Fig. 1: run 1, the clock network
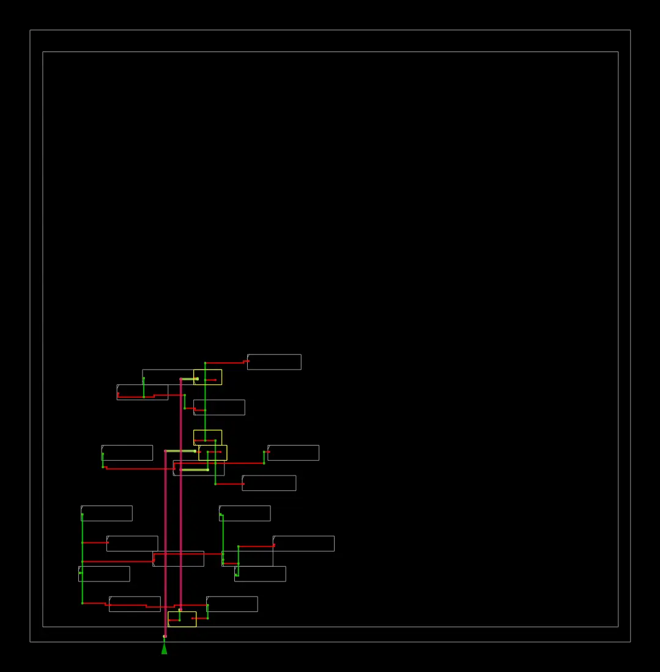
Fig. 2: run 1, a small window of the routed layout
The bar under the picture is 5 um long. Window x 44 to 64, y 67 to 87 um. Cells in gray, sequential cells in the stronger gray; small squares are vias.
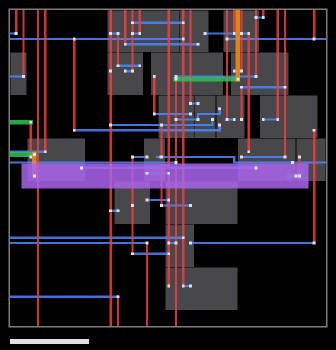
Fig. 3: run 1, wire density map
The die is cut into 22 by 22 equal tiles; white is low, dark blue is high, scaled to the fullest tile. Values are wire area over tile area, all layers added.
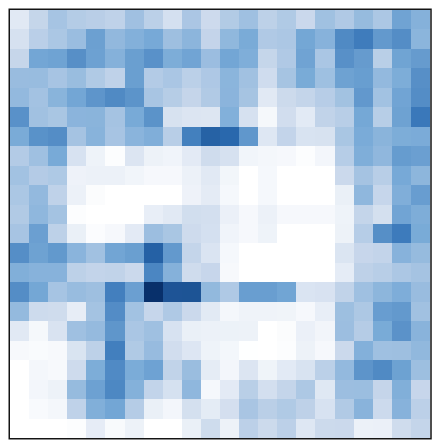
Fig. 4: run 1, gate families picked out
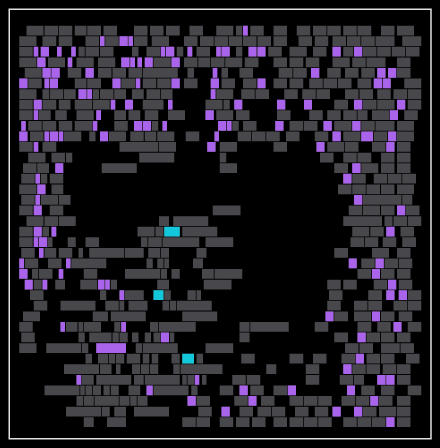
===== config.mk =====
export PLATFORM = sky130hd
export DESIGN_NAME = cs_port_arbiter
export DESIGN_NICKNAME = d
export VERILOG_FILES = /design/src/rtl/cs_arb_pkg.sv /design/src/rtl/cs_txn_timer.sv /design/src/rtl/cs_port_arbiter.sv
export SDC_FILE = /design/constraint.sdc
export NUM_CORES = 1
export LEC_CHECK = 0
export CORE_AREA = 2 2 106 108
export DETAILED_ROUTE_END_ITERATION = 7
export DIE_AREA = 0 0 108 110
export PLACE_DENSITY = 0.77
export SLEW_MARGIN = 10
export SYNTH_ARGS = -nofsm -noshare
export SYNTH_HDL_FRONTEND = slang
export SYNTH_SLANG_ARGS = --single-unit

===== constraint.sdc =====
create_clock -name clk_i -period 2.7 [get_ports clk_i]
set_clock_uncertainty 0.15 [all_clocks]
set_input_delay 0.54 -clock clk_i [delete_from_list [all_inputs] [get_ports clk_i]]
set_output_delay 0.54 -clock clk_i [all_outputs]
set_load 0.005 [all_outputs]

===== src/rtl/cs_arb_pkg.sv =====
// rtl/cs_arb_pkg.sv - shared state encoding and response constants for the config-space arbiter
// Contents: arbiter state enum, Avalon response codes, fill bit for synthesized timeout read data.
package cs_arb_pkg;

  typedef enum logic [1:0] {
    ST_IDLE = 2'd0,
    ST_CMD  = 2'd1,
    ST_RSP  = 2'd2,
    ST_TOUT = 2'd3
  } cs_arb_state_e;

  localparam logic [1:0] RESP_OKAY   = 2'b00;
  localparam logic [1:0] RESP_SLVERR = 2'b10;

  // Timeout read data is this bit replicated across the data width (all-ones).
  localparam logic TOUT_RDATA_BIT = 1'b1;

endpackage


===== src/rtl/cs_txn_timer.sv =====
// rtl/cs_txn_timer.sv - per-transaction cycle counter with expiry flag
// Ports: clk_i/rstn_i clock and async active-low reset; clear_i zeroes the count;
//        enable_i advances it; expire_o is high while the count equals TIMEOUT_CYCLES-1.
module cs_txn_timer #(
  parameter int TIMEOUT_CYCLES = 4096
) (
  input  logic clk_i,
  input  logic rstn_i,
  input  logic clear_i,
  input  logic enable_i,
  output logic expire_o
);

  localparam int CNT_W = $clog2(TIMEOUT_CYCLES);
  localparam logic [CNT_W-1:0] LAST = CNT_W'(TIMEOUT_CYCLES - 1);

  logic [CNT_W-1:0] count_q, count_d;

  assign expire_o = (count_q == LAST);

  // Saturates at LAST so a command accepted on the expiry cycle still
  // times out in RSP unless the response arrives on the very next cycle.
  always_comb begin
    count_d = count_q;
    if (clear_i) begin
      count_d = '0;
    end else if (enable_i && !expire_o) begin
      count_d = count_q + CNT_W'(1);
    end
  end

  always_ff @(posedge clk_i or negedge rstn_i) begin
    if (!rstn_i) begin
      count_q <= '0;
    end else begin
      count_q <= count_d;
    end
  end

endmodule


===== src/rtl/cs_port_arbiter.sv =====
// rtl/cs_port_arbiter.sv - two-requester round-robin arbiter for the P-tile config-space port
// Ports: r0_* (HPS bridge) and r1_* (internal master) Avalon-MM requester sides;
//        cs_* command to / response from the P-tile; timeout_o and stale_rsp_o event
//        pulses; owner_o the current or last granted requester.
module cs_port_arbiter
  import cs_arb_pkg::*;
#(
  parameter int ADDR_WIDTH     = 14,
  parameter int DATA_WIDTH     = 32,
  parameter int RESP_WIDTH     = 2,
  parameter int TIMEOUT_CYCLES = 4096
) (
  input  logic                    clk_i,
  input  logic                    rstn_i,
  input  logic [ADDR_WIDTH-1:0]   r0_address_i,
  input  logic [DATA_WIDTH-1:0]   r0_writedata_i,
  input  logic                    r0_read_i,
  input  logic                    r0_write_i,
  input  logic [DATA_WIDTH/8-1:0] r0_byteenable_i,
  output logic                    r0_waitrequest_o,
  output logic                    r0_readdatavalid_o,
  output logic                    r0_writerespvalid_o,
  output logic [DATA_WIDTH-1:0]   r0_readdata_o,
  output logic [RESP_WIDTH-1:0]   r0_resp_o,
  input  logic [ADDR_WIDTH-1:0]   r1_address_i,
  input  logic [DATA_WIDTH-1:0]   r1_writedata_i,
  input  logic                    r1_read_i,
  input  logic                    r1_write_i,
  input  logic [DATA_WIDTH/8-1:0] r1_byteenable_i,
  output logic                    r1_waitrequest_o,
  output logic                    r1_readdatavalid_o,
  output logic                    r1_writerespvalid_o,
  output logic [DATA_WIDTH-1:0]   r1_readdata_o,
  output logic [RESP_WIDTH-1:0]   r1_resp_o,
  output logic [ADDR_WIDTH-1:0]   cs_address_o,
  output logic [DATA_WIDTH-1:0]   cs_writedata_o,
  output logic                    cs_read_o,
  output logic                    cs_write_o,
  output logic [DATA_WIDTH/8-1:0] cs_byteenable_o,
  input  logic                    cs_waitrequest_i,
  input  logic                    cs_readdatavalid_i,
  input  logic                    cs_writerespvalid_i,
  input  logic [DATA_WIDTH-1:0]   cs_readdata_i,
  input  logic [RESP_WIDTH-1:0]   cs_resp_i,
  output logic                    timeout_o,
  output logic                    stale_rsp_o,
  output logic                    owner_o
);

  cs_arb_state_e state_q, state_d;
  logic owner_q, owner_d;
  logic is_read_q, is_read_d;    // latched command type; read wins when both strobes are set
  logic from_cmd_q, from_cmd_d;  // timeout hit while the command was still stalled
  logic stale_rsp_q, stale_rsp_d;

  logic r0_pending, r1_pending, grant;
  logic cs_rsp_valid;
  logic timer_clear, timer_enable, timer_expire;

  logic                  owner_wait;
  logic                  rsp_rdv, rsp_wrv;
  logic [DATA_WIDTH-1:0] rsp_data;
  logic [RESP_WIDTH-1:0] rsp_resp;

  assign cs_rsp_valid = cs_readdatavalid_i | cs_writerespvalid_i;
  assign timer_enable = (state_q == ST_CMD) || (state_q == ST_RSP);

  // On a tie the requester that did not own the port last time wins.
  always_comb begin
    r0_pending = r0_read_i | r0_write_i;
    r1_pending = r1_read_i | r1_write_i;
    if (r0_pending && r1_pending) begin
      grant = ~owner_q;
    end else begin
      grant = r1_pending;
    end
  end

  always_comb begin
    state_d     = state_q;
    owner_d     = owner_q;
    is_read_d   = is_read_q;
    from_cmd_d  = from_cmd_q;
    timer_clear = 1'b0;
    case (state_q)
      ST_IDLE: begin
        if (r0_pending || r1_pending) begin
          owner_d     = grant;
          is_read_d   = grant ? r1_read_i : r0_read_i;
          timer_clear = 1'b1;
          state_d     = ST_CMD;
        end
      end
      ST_CMD: begin
        if (!cs_waitrequest_i) begin
          state_d = ST_RSP;
        end else if (timer_expire) begin
          state_d    = ST_TOUT;
          from_cmd_d = 1'b1;
        end
      end
      ST_RSP: begin
        // A response on the expiry cycle takes priority over the timeout.
        if (cs_rsp_valid) begin
          state_d = ST_IDLE;
        end else if (timer_expire) begin
          state_d    = ST_TOUT;
          from_cmd_d = 1'b0;
        end
      end
      default: state_d = ST_IDLE;
    endcase
  end

  // Responses seen outside RSP belong to no live transaction and are dropped.
  assign stale_rsp_d = cs_rsp_valid && (state_q != ST_RSP);

  always_comb begin
    cs_address_o    = '0;
    cs_writedata_o  = '0;
    cs_byteenable_o = '0;
    cs_read_o       = 1'b0;
    cs_write_o      = 1'b0;
    owner_wait      = 1'b1;
    rsp_rdv         = 1'b0;
    rsp_wrv         = 1'b0;
    rsp_data        = '0;
    rsp_resp        = RESP_WIDTH'(RESP_OKAY);
    case (state_q)
      ST_CMD: begin
        cs_address_o    = owner_q ? r1_address_i    : r0_address_i;
        cs_writedata_o  = owner_q ? r1_writedata_i  : r0_writedata_i;
        cs_byteenable_o = owner_q ? r1_byteenable_i : r0_byteenable_i;
        cs_read_o       = is_read_q;
        cs_write_o      = ~is_read_q;
        owner_wait      = cs_waitrequest_i;
      end
      ST_RSP: begin
        rsp_rdv  = cs_readdatavalid_i;
        rsp_wrv  = cs_writerespvalid_i;
        rsp_data = cs_readdata_i;
        rsp_resp = cs_resp_i;
      end
      ST_TOUT: begin
        rsp_rdv    = is_read_q;
        rsp_wrv    = ~is_read_q;
        rsp_data   = is_read_q ? {DATA_WIDTH{TOUT_RDATA_BIT}} : '0;
        rsp_resp   = RESP_WIDTH'(RESP_SLVERR);
        // Completes the stalled command so the requester can move on.
        owner_wait = ~from_cmd_q;
      end
      default: ;
    endcase

    r0_waitrequest_o    = owner_q ? 1'b1 : owner_wait;
    r1_waitrequest_o    = owner_q ? owner_wait : 1'b1;
    r0_readdatavalid_o  = ~owner_q & rsp_rdv;
    r0_writerespvalid_o = ~owner_q & rsp_wrv;
    r0_readdata_o       = owner_q ? '0 : rsp_data;
    r0_resp_o           = owner_q ? '0 : rsp_resp;
    r1_readdatavalid_o  = owner_q & rsp_rdv;
    r1_writerespvalid_o = owner_q & rsp_wrv;
    r1_readdata_o       = owner_q ? rsp_data : '0;
    r1_resp_o           = owner_q ? rsp_resp : '0;
  end

  assign timeout_o   = (state_q == ST_TOUT);
  assign stale_rsp_o = stale_rsp_q;
  assign owner_o     = owner_q;

  cs_txn_timer #(
    .TIMEOUT_CYCLES(TIMEOUT_CYCLES)
  ) u_timer (
    .clk_i    (clk_i),
    .rstn_i   (rstn_i),
    .clear_i  (timer_clear),
    .enable_i (timer_enable),
    .expire_o (timer_expire)
  );

  always_ff @(posedge clk_i or negedge rstn_i) begin
    if (!rstn_i) begin
      state_q     <= ST_IDLE;
      owner_q     <= 1'b1;
      is_read_q   <= 1'b0;
      from_cmd_q  <= 1'b0;
      stale_rsp_q <= 1'b0;
    end else begin
      state_q     <= state_d;
      owner_q     <= owner_d;
      is_read_q   <= is_read_d;
      from_cmd_q  <= from_cmd_d;
      stale_rsp_q <= stale_rsp_d;
    end
  end

endmodule

==> run summary, run 1 <==
Implementation status.

- The global routing report lists met3 layer usage as 5.53%.
- The detailed router placed 3621 vias in this run.
- The first global-routing pass estimated 17900 um of wire.
- The post-layout period usage of the worst path is 101%.
- The post-synthesis cell area is 2540 um2.
- Traced cell by cell, the critical path runs through buf_4 > buf_16 > mux2i_2 > nor2b_1 > clkdlybuf4s50_1.
- The number of design-rule violations left by the first detailed-router iteration is 151.
- The biggest slice of the area belongs to buffers.
- Summed over all cells, the static leakage comes to 0.00310 uW.
- The tally of OpenROAD warnings is 31.
- Clock tree synthesis found a total of 18 sinks.
- The synthesized-area fraction occupied by ao, oa, aoi and oai cells is 16.0%.
- Total power for the finished layout comes to 4370 uW.
- The most common cell in the synthesized netlist is sky130_fd_sc_hd__nor2b_1.
- For reference, the top logic cell family by area is simple AND/OR/NAND/NOR gates.
- The flow ran to the end, but the final reports show violations.
- The checks that failed: setup timing.
- The tool flagged a number of max-cap violations equal to 0.
- The clock network area share is 0.916%.
- Logic depth along the worst register-to-register path is recorded as 7.
- The endpoint of the worst hold path is reported as u_timer.count_q[4]$_DFFE_PN0P_.
- The area taken by flip-flops and latches is 458 um2.
- The reported combinational group power is 3720 uW.
- Per Yosys stat, the portion of area used by sequential elements is 17.8%.
- After synthesis, the cell types taking the most area are sky130_fd_sc_hd__nor2b_1 (21%), sky130_fd_sc_hd__mux2i_1 (20%), sky130_fd_sc_hd__dfrtp_1 (17%), sky130_fd_sc_hd__a21oi_1 (8.9%), sky130_fd_sc_hd__nor2_1 (6.5%).
- The worst setup path is captured at an output pin.
- For this run, the script counts the antenna cells in the layout as 0.
- Per the timing report, the most critical flop-to-flop path originates at state_q[0]$_DFFE_PN0P_.
- The overall die size recorded for this design is 11900 um2.
- After filler insertion, the fill cell instance count of the layout stands at 932.
- The routed design uses 1270 um of met3 wire.
- Counting distinct cell types in the post-synthesis netlist gives 40.
- According to the cell report, the number of logic gates is 299.
- The worst path buffer plus inverter count is 3.
- TritonCTS built the clock tree.
- The area fraction in xor and xnor cells is 0.689%.
- The power consumed by sequential cells is 417 uW.
- The number of setup violations in the final report is 1.
- The top cell types in the final layout, fill and taps aside, are sky130_fd_sc_hd__clkdlybuf4s50_1 (218), sky130_fd_sc_hd__nor2b_1 (86), sky130_fd_sc_hd__dlymetal6s2s_1 (52), sky130_fd_sc_hd__mux2i_1 (46), sky130_fd_sc_hd__nor2_1 (44).
- The synthesized netlist handed to floorplanning was reported with a cell count of 351.
- The required time at the worst endpoint is listed as 2010 ps.
- The synthesis warning total is 0.
- Counting flops with a built-in enable in the synthesized netlist gives 0.
- Counting instances in the post-synthesis netlist gives the leading cell types as sky130_fd_sc_hd__nor2b_1 (87), sky130_fd_sc_hd__mux2i_1 (51), sky130_fd_sc_hd__a21oi_1 (45).
- u_timer.count_q holds more flip-flops than any other register.
- The highest layer used for signal routing is met5.
- The horizontal die dimension reported for this design is 108 um.
- The worst setup path category is reg -> out.
- The number of placed cells counting well taps is 741.
- The fraction of final layout cells with drive strength greater than 1 is 10.3%.
- For this design, the slowest cell found on the critical path is sky130_fd_sc_hd__dfstp_4.
- For this block, wires on met1 add up to 5060 um.
- The final core area utilization is 56.2%.
- The finished layout holds 760 standard cells, fillers aside.
- The synthesized netlist has a Yosys-reported chip area of 2540 um2.
- The cell family contributing the most delay on the critical path is buffers and inverters.
- In the final layout, the multi-input gates occupy 2080 um2.
- The area fraction in full adders, half adders and majority gates is 2.46%.
- The number of nets handed over by synthesis was 499.
- Summing the areas of all and, or, nand and nor instances in the mapped netlist gives 37.7% of the synthesized area.
- The count of H-tree levels built during CTS is 1.
- Setup slack on the critical path of the routed design comes to -39.9 ps.
- The flip-flop and latch share of the layout cell area is 7.62%.
- The flip-flop count of the largest register after layout is 12.
-- Fig. 1 (at the start) --
sequential cells: 18
worst-skew pair later-pin latency: 260 ps
count of clock buffers in the final design: 4
clock-net power: 231 uW

-- Fig. 2 (at the start) --
[orange] metal 4
[green] metal 3
[red] metal 2
[purple] metal 5
[blue] metal 1
most frequent: nor2b_1 (4), clkdlybuf4s50_1 (4), dlymetal6s2s_1 (4)
cells with their middle in the window: 18
sequential cells in the window: 0

-- Fig. 3 (at the start) --
fullest tile: 0.65
mean over tiles: 0.19
nearly empty tiles: 9.7%
tiles over half the peak: 17%
GRT Total Usage: 19.2%
total wirelength of the detailed-routed design: 13700 um

-- Fig. 4 (at the start) --
[cyan] non-inverting ao/oa cells | cells: 3
[purple] nor cells | cells: 135 | where: widely spread

==> run 1: worst max-delay path by stage <==
stage | startpoint | to | slack [ps] | depth (start not counted)
3_5_place_dp | state_q[1]$_DFFE_PN0P_ | cs_writedata_o[20] | 190 | 5
6_report | owner_o$_DFFE_PN1P_ | cs_writedata_o[18] | -40 | 5
4_1_cts | owner_o$_DFFE_PN1P_ | cs_writedata_o[2] | -30 | 4
3_3_place_gp | owner_o$_DFFE_PN1P_ | cs_writedata_o[8] | 240 | 4
5_1_grt | owner_o$_DFFE_PN1P_ | cs_writedata_o[18] | -80 | 5
2_1_floorplan | state_q[1]$_DFFE_PN0P_ | r1_readdata_o[1] | 540 | 6
==> run 2: changes to the inputs <==
==> constraint.sdc (replaced) <==
create_clock -name clk_i -period 2.94 [get_ports clk_i]
set_clock_uncertainty 0.15 [all_clocks]
set_input_delay 0.588 -clock clk_i [delete_from_list [all_inputs] [get_ports clk_i]]
set_output_delay 0.588 -clock clk_i [all_outputs]
set_load 0.005 [all_outputs]
==> run 2 against run 1 <==
  * The flow now finishes without violations
  * Synthesized cell count unchanged
  * Wire length down 12%
  * Worst hold slack worse by 5.1 ps
==> run summary, run 2 <==
Implementation status.

- The run finished with clean final reports.
- The flip-flop count of the largest register after layout came to 12 (unchanged).
- The post-detailed-routing wire length came to 12100 um (-12%).
- Clock tree synthesis selected as its root buffer the cell sky130_fd_sc_hd__clkbuf_8.
- The post-synthesis simple-gate area fraction came to 37.7% (unchanged).
- The per-instance average area after synthesis is 7.25 um2.
- The worst flop-to-flop path startpoint is state_q[1]$_DFFE_PN0P_.
- The area fraction in xor and xnor cells is 0.689% (unchanged).
- The worst setup path category is reg -> out.
- Leaving out fill and tap cells, the most frequent cells in the layout are sky130_fd_sc_hd__clkdlybuf4s50_1 (271), sky130_fd_sc_hd__nor2b_1 (87), sky130_fd_sc_hd__mux2i_1 (51), sky130_fd_sc_hd__a21oi_1 (45), sky130_fd_sc_hd__nor2_1 (44).
- The worst-skew pair later-pin latency is 260 ps (about the same).
- The met2 usage is 32.8%.
- The post-synth area from yosys stat is 2540 um2 (unchanged).
- The master of the slowest instance on the critical path is sky130_fd_sc_hd__dfstp_4.
- The total nets after synthesis was 499 (unchanged).
- The share of the yosys chip area belonging to registers came to 17.8% (unchanged).
- The final core area utilization is 51.3% (-4.9 points).
- The launch instance of the worst min-delay path is u_timer.count_q[4]$_DFFE_PN0P_.
- Ranked by instance count, the synthesized netlist is headed by sky130_fd_sc_hd__nor2b_1 (87), sky130_fd_sc_hd__mux2i_1 (51), sky130_fd_sc_hd__a21oi_1 (45).
- The worst-case reg-to-reg path depth is 6 (-1).
- The synthesized-area fraction occupied by ao, oa, aoi and oai cells was 16.0% (unchanged).
- The count of H-tree levels built during CTS is 1 (unchanged).
- The worst path buffer plus inverter count is 2 (-1).
- The fraction of final layout cells with drive strength greater than 1 is 2.99% (-7.3 points).
- The met3 routing resource usage after global routing is 5.00% (-0.53 points).
- The reported max-cap violation count was 0 (unchanged).
- The most common cell in the synthesized netlist is sky130_fd_sc_hd__nor2b_1.
- The amount of wire on met3 after detailed routing is 1130 um (-11%).
- The highest layer used for signal routing is met5.
- For reference, the critical path cell chain is buf_4 > mux2i_1 > nor2b_1 > clkdlybuf4s50_1.
- The analysis reports a worst IR drop on VDD of 0.383 mV.
- The total power is 3570 uW (-18%).
- Sorting the synthesized cells by area gives the leading types as sky130_fd_sc_hd__nor2b_1 (21%), sky130_fd_sc_hd__mux2i_1 (20%), sky130_fd_sc_hd__dfrtp_1 (17%), sky130_fd_sc_hd__a21oi_1 (8.9%), sky130_fd_sc_hd__nor2_1 (6.5%).
- The number of cells on the critical path is 4 (-1).
- The post-layout period usage of the worst path is 95.6%.
- The endpoint type of the worst setup path is an output pin.
- The number of setup violations in the final report came to 0 (-1).
- The wire length of the first global-routing pass is 17200 um (-4.3%).
- The post-synthesis cell area came to 2540 um2 (unchanged).
- The number of distinct library cells after synthesis is 40 (unchanged).
- The tally of OpenROAD warnings is 29 (-6.5%).
- The post-synthesis cell count came to 351 (unchanged).
- The data arrival time reported for the critical path is 2070 ps.
- During placement, the flow inserted port buffers numbering 271.
- The final instance count without filler cells is 744 (-2.1%).
- The number of enable flip-flop cells came to 0 (unchanged).
- The destination of the worst hold path is u_timer.count_q[4]$_DFFE_PN0P_.
- The TritonCTS clock tree is yes.
- The combined global-route utilization of all metal layers was 18.1% (-1.1 points).
- The area fraction in full adders, half adders and majority gates is 2.46% (unchanged).
- The worst-case setup margin in the final layout is 128 ps (+168 ps).
- The required arrival time at the worst endpoint is 2200 ps (+190 ps).
- The capture point of the critical path was reported as cs_byteenable_o[1].
- The detailed placer's ending HPWL is 9830 um.
- Per STA, the startpoint of the critical path is owner_o$_DFFE_PN1P_.
- The width of the chip is 108 um (unchanged).
- The standby leakage power is 0.00209 uW (-33%).
- The routed via count was 3508 (-3.1%).
- The number of placed cells counting well taps is 739 (-0.27%).
- The register with the most flip-flops is u_timer.count_q.
- The gate family responsible for the most delay along the worst path is buffers and inverters.
- The dominant combinational cell family by area after synthesis is simple AND/OR/NAND/NOR gates.
- The number of design-rule violations left by the first detailed-router iteration is 173 (+15%).
==> run 2: cell counts after synthesis <==
Identical to the previous run, type by type.
==> run 2: final cells by class <==
type / instances / area (um2)
inverters: 4 / 15.0
clock buffers: 4 / 55.1
fillers: 983 / 5210
well taps: 140 / 175
diodes: 1 / 2.50
multi-input cells: 299 / 1960
repair buffers: 278 / 2830
flip-flops and latches: 18 / 455
==> run 2: where the power goes <==
part           internal [uW]  total, uW  switching [uW]
clock network            119        209            89.7
logic                   1760       3010            1260
registers                301        349            47.6
==> run 2: repair_timing <==
action | CTS | global route
hold endpoints to repair | 0 | 0
resized | 0 | 1
setup endpoints to repair | 0 | 38
==> run 2: metrics by stage <==
stage	area, um2	hold slack (ps)
after floorplan	2540	142
after global placement	5430	346
after detailed placement	5430	367
after CTS	5490	381
after global routing	5490	420
final	5490	384
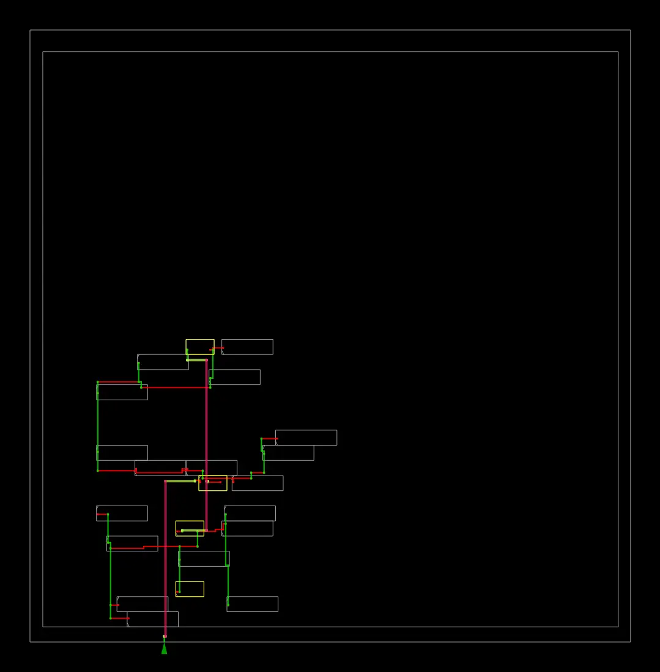
Fig. 5. The clock network (run 2).
clock-net power: 209 uW
number of buffers added by the clock tree synthesis step: 3
Clock Sink Count: 18

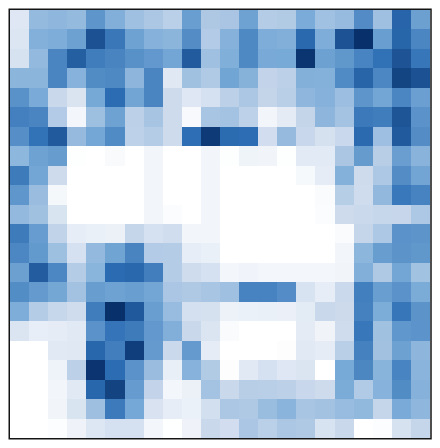
Fig. 6. Wire density map (run 2).
The die is cut into 22 by 22 equal tiles; white is low, dark blue is high, scaled to the fullest tile. Values are wire area over tile area, all layers added.
densest ninth of the die: north-east
emptiest ninth of the die: center
mean over tiles: 0.17

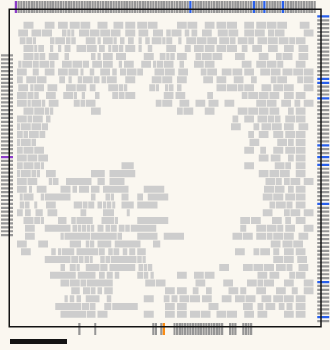
Fig. 7. Pin map (run 2).
The bar under the picture is 20 um long. Pins as bars across the die edge, other pins in gray.
[purple] r0_resp_o | pins: 2 | direction: output | edge: 1 west, 1 north
[orange] r0_write_i | pins: 1 | direction: input | edge: south
[blue] cs_address_o | pins: 14 | direction: output | edge: 10 east, 4 north
all pins by edge: 114 north, 79 east, 47 west, 32 south

Power is estimated from default activity; no workload was simulated.
